==> config.mk <==
export PLATFORM = sky130hd
export DESIGN_NAME = mc_control_fsm
export DESIGN_NICKNAME = d
export VERILOG_FILES = /design/src/rtl/mc_pkg.sv /design/src/rtl/mc_decode.sv /design/src/rtl/mc_control_fsm.sv
export SDC_FILE = /design/constraint.sdc
export NUM_CORES = 1
export LEC_CHECK = 0
export CAP_MARGIN = 20
export CORE_MARGIN = 5
export CORE_UTILIZATION = 25
export DETAILED_ROUTE_END_ITERATION = 16
export GPL_TIMING_DRIVEN = 1
export PLACE_DENSITY = 0.61
export SETUP_SLACK_MARGIN = 0.2
export SYNTH_ARGS = -nofsm -noshare
export SYNTH_HDL_FRONTEND = slang
export SYNTH_SLANG_ARGS = --single-unit
==> constraint.sdc <==
create_clock -name clk -period 1.4 [get_ports clk]
set_clock_uncertainty 0.15 [all_clocks]
set_input_delay 0.21 -clock clk [delete_from_list [all_inputs] [get_ports clk]]
set_output_delay 0.21 -clock clk [all_outputs]
set_load 0.005 [all_outputs]
**Run 1: floorplan with the power grid**

Pins as bars on the die edge. Tap cells in grey.
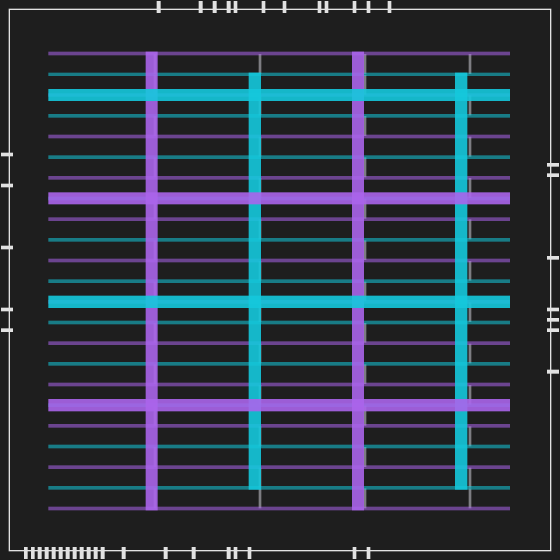
purple -> VSS
cyan -> VDD
rows = 22
met4 straps = 4
met1 rails = 23
VDD IR max: 0.000969 V
Die Width: 71.0 um
height of the die: 71.0 um
core area: 3630 um2

**Run 1: port wiring**

Bar = 20 um.
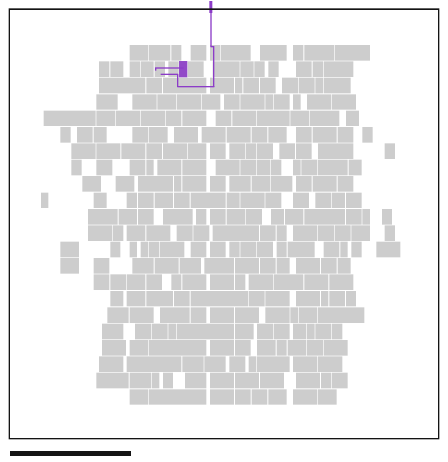
purple -> tr1_wr_en  # bits 1, direction output, end cells 1, buffers 1, wire 28.6 um
Port Buffers: 30
IO Count: 44

**Run 1: the metal 1 layer**

Bar = 20 um. Supply wires on this layer in grey.
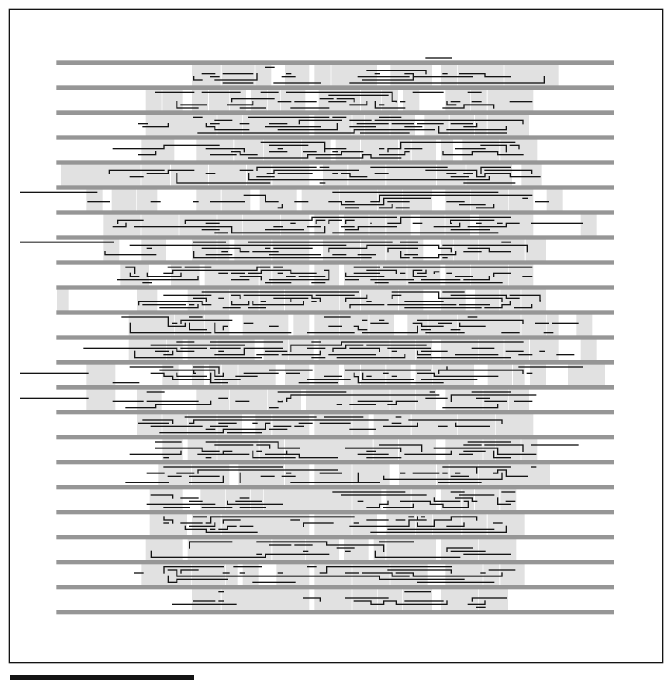
share of all routed wire = 37%
main direction = horizontal
wire length on this layer = 2360 um
longest straight run = 26.2 um
nets with wire on the layer = 255
met1 Track Usage GR: 23.9%
drt total wl: 6380 um
Vias: 1769

**Run 1: track usage over the die**

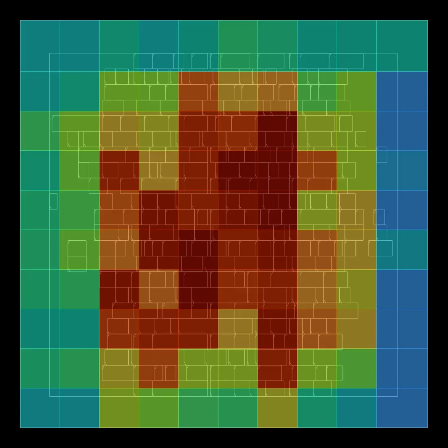
routed len/inst: 20.2 um
Util after Layout: 68.5%

==> out/metrics.csv <==
stage,metric,value,unit
outcome,outcome,"finished, violations left",
outcome,failing checks,negative setup slack,
power,overall power,6.00,mW
layout,post-route cell area,2490,um2
cts,Clock Tree Root,clkbuf_8,
critical_path,CP max FO,4,
cts,CTS Buf Count,3,
synth,Synth top area share,13.4,%
grt,global-route wire length before repair,8610,um
critical_path,"Data required, critical path",1.04,ns
synth,Post-Synthesis Cells,140,
synth,Yosys Instances,140,
synth,"Seq share, synth",13.4,%
placed_design,dpl hpwl,3060,um
power,P_leak,1.17,nW
drt,drt first pass iters,4,
job,tool warnings,41,
critical_path,crit path DAT,1.74,ns
synth,flip-flops with a built-in enable,0,
synth,largest cells by area after synthesis,"dfrtp_1 (13%), a21oi_1 (6.5%), nor2_1 (6.5%)",
grt,grt total ovfl,0,
drt,DRC,0,
worst_hold_path,worst min-delay path class,input port to asynchronous set/reset pin,
grt,vias in the first global route,1703,
layout,n_diodes,0,
synth,most frequent cells after synthesis,"nor2_1 (16), a21oi_1 (12), nand2_1 (10), buf_2 (8), nor3_1 (7)",
layout,Nets,291,
synth,dominant register cell,dfrtp_1,
cts,hold buffer count at cts,0,
critical_path,worst reg-to-reg path cell count,8,
sta,Final setup viols,26,
critical_path,Worst setup EP type,primary output,
grt,initial antenna violation count,0,
cts,"Clk Latency, worst-skew pair",0.22,ns
die,chip area,5040,um2
sta,"Period Utilization, post-route",150,%
sta,Final min period,2.10,ns
cts,Clock transition at path regs,0.04,ns
power,power per standard cell area,2410,nW/um2
layout,Area Growth Syn to Fin,167,%
critical_path,r2r setup slk,-0.58,ns
sta,fmax,0.477,GHz
critical_path,critical path class,flip-flop to primary output,
synth,register bit count reported by yosys,5,
sta,Slew Limit Fails,0,
grt,largest net degree at the start of global routing,13,
drt,starting DRC count in detailed routing,154,
synth,Ys Warns,0,
synth,Yosys chip area,931,um2
die,# rows,22,
cts,H-tree depth,1,
sta,worst setup margin,-0.698,ns
synth,ys async rst share,100,%
synth,largest area contributor in the netlist,dfrtp_1,
critical_path,startpoint types,flip-flop,
die,FP Core Util,25.6,%
sta,"Hold Vio Cnt, Final",0,
drt,post-route ant nets,0,
cts,CTS tree,built,
grt,gr usage total,21.7,%
layout,share of post-route cells with drive strength above 1,73.1,%
placed_design,RePlAce Congestion,0.898,
job,number of max-cap violations,0,
synth,Synth Net Count,162,
cts,clock sink total,5,
placed_design,Post-DP Area,1700,um2
cts,clk buf depth,2,
synth,Netlist Area Pre-Place,931,um2
synth,top-count cell post-synth,nor2_1,
synth,Synth cell types,49,
synth,synthesized area per cell,6.65,um2
layout,Largest register FFs,5,
sta,RSZ-0062 raised after global routing,true,
drt,routed vias/inst,5.60,
[run 1: power breakdown]
part,total (mW),switching [mW],internal [mW],leakage (nW)
Sequential,0.317,0.0957,0.222,0.0577
Clock,0.273,0.0766,0.196,0.0228
Combinational,5.41,2.48,2.93,1.09
[run 1: metrics by stage]
stage | hold WS (ns) | cells | setup slack, ns | setup TNS (ns) | utilization [%]
2_1_floorplan | -0.161 | 140 | -0.112 | -0.287 | -
3_3_place_gp | 0.264 | 260 | -0.881 | -15.39 | 46.7
3_5_place_dp | 0.268 | 260 | -0.900 | -16.09 | 46.7
4_1_cts | 0.0392 | 307 | -0.588 | -10.08 | 63.1
5_1_grt | 0.0482 | 316 | -0.745 | -13.49 | 68.5
6_report | 0.0294 | 316 | -0.698 | -12.19 | 68.5
[run 1: worst max-delay path: stages, from the launching register on]
cell	delay (ns)
dfrtp_2	0.44
buf_4	0.17
or2b_1	0.28
o21ai_2	0.16
nand3_1	0.13
o21ai_1	0.15
buf_2	0.17
[run 1: placed cells by master (no fill, tap or decap), drive strengths merged, types with 2 or more instances in the layout]
| cell type | instances |
|---|---|
| nand3 | 3 |
| o21a | 3 |
| nor2 | 16 |
| o22ai | 3 |
| clkbuf | 4 |
| a21oi | 12 |
| or2 | 2 |
| a22oi | 2 |
| buf | 128 |
| or2b | 2 |
| nor3 | 7 |
| o21ai | 8 |
| clkdlybuf4s50 | 5 |
| nand2 | 10 |
| a21boi | 2 |
| a32oi | 2 |
| nand3b | 2 |
| and2b | 2 |
| dlygate4sd2 | 4 |
| nor2b | 7 |
| dfrtp | 5 |
| a31oi | 3 |
| inv | 7 |
| nand2b | 3 |
| nor4 | 4 |
| and3 | 2 |
[run 1: per-layer routing]
metal	part of all wire (%)	routed length, um	global-route usage (%)	vias to the layer above
li1	-	-	-	771
met3	6.8	432	3.27	48
met1	37	2360	23.9	835
met5	0	0	0	-
met2	48	3070	38.4	115
met4	8.2	524	13.8	0
[run 1: cell type report]
class,count,area [um2]
clock buffers,4,45.0
well taps,48,60.1
flip-flops and latches,5,130
fillers,262,1140
multi-input cells,115,1040
inverters,7,31.3
repair buffers,137,1180
[run 1: cells by family after synthesis]
| logic type | after synthesis | synth area share, % |
|---|---|---|
| xor gates and xnor gates | 1 | 0.941 |
| DFF | 5 | 13.4 |
| other | 1 | 0.403 |
| AOI/OAI and AO/OA | 44 | 30.8 |
| and+or+nand+nor | 68 | 41.4 |
| muxes | 1 | 1.08 |
| buffers and inverters | 20 | 12.0 |
[run 1: repair_timing]
action,in CTS,in global routing
setup endpoints to repair,26,26
setup buffers,42,9
gates cloned,1,0
gates resized,175,31
endpoints found under the hold margin,0,0
pin swaps,44,17
Power figures rest on the tool's default switching activity, not on a simulated workload.
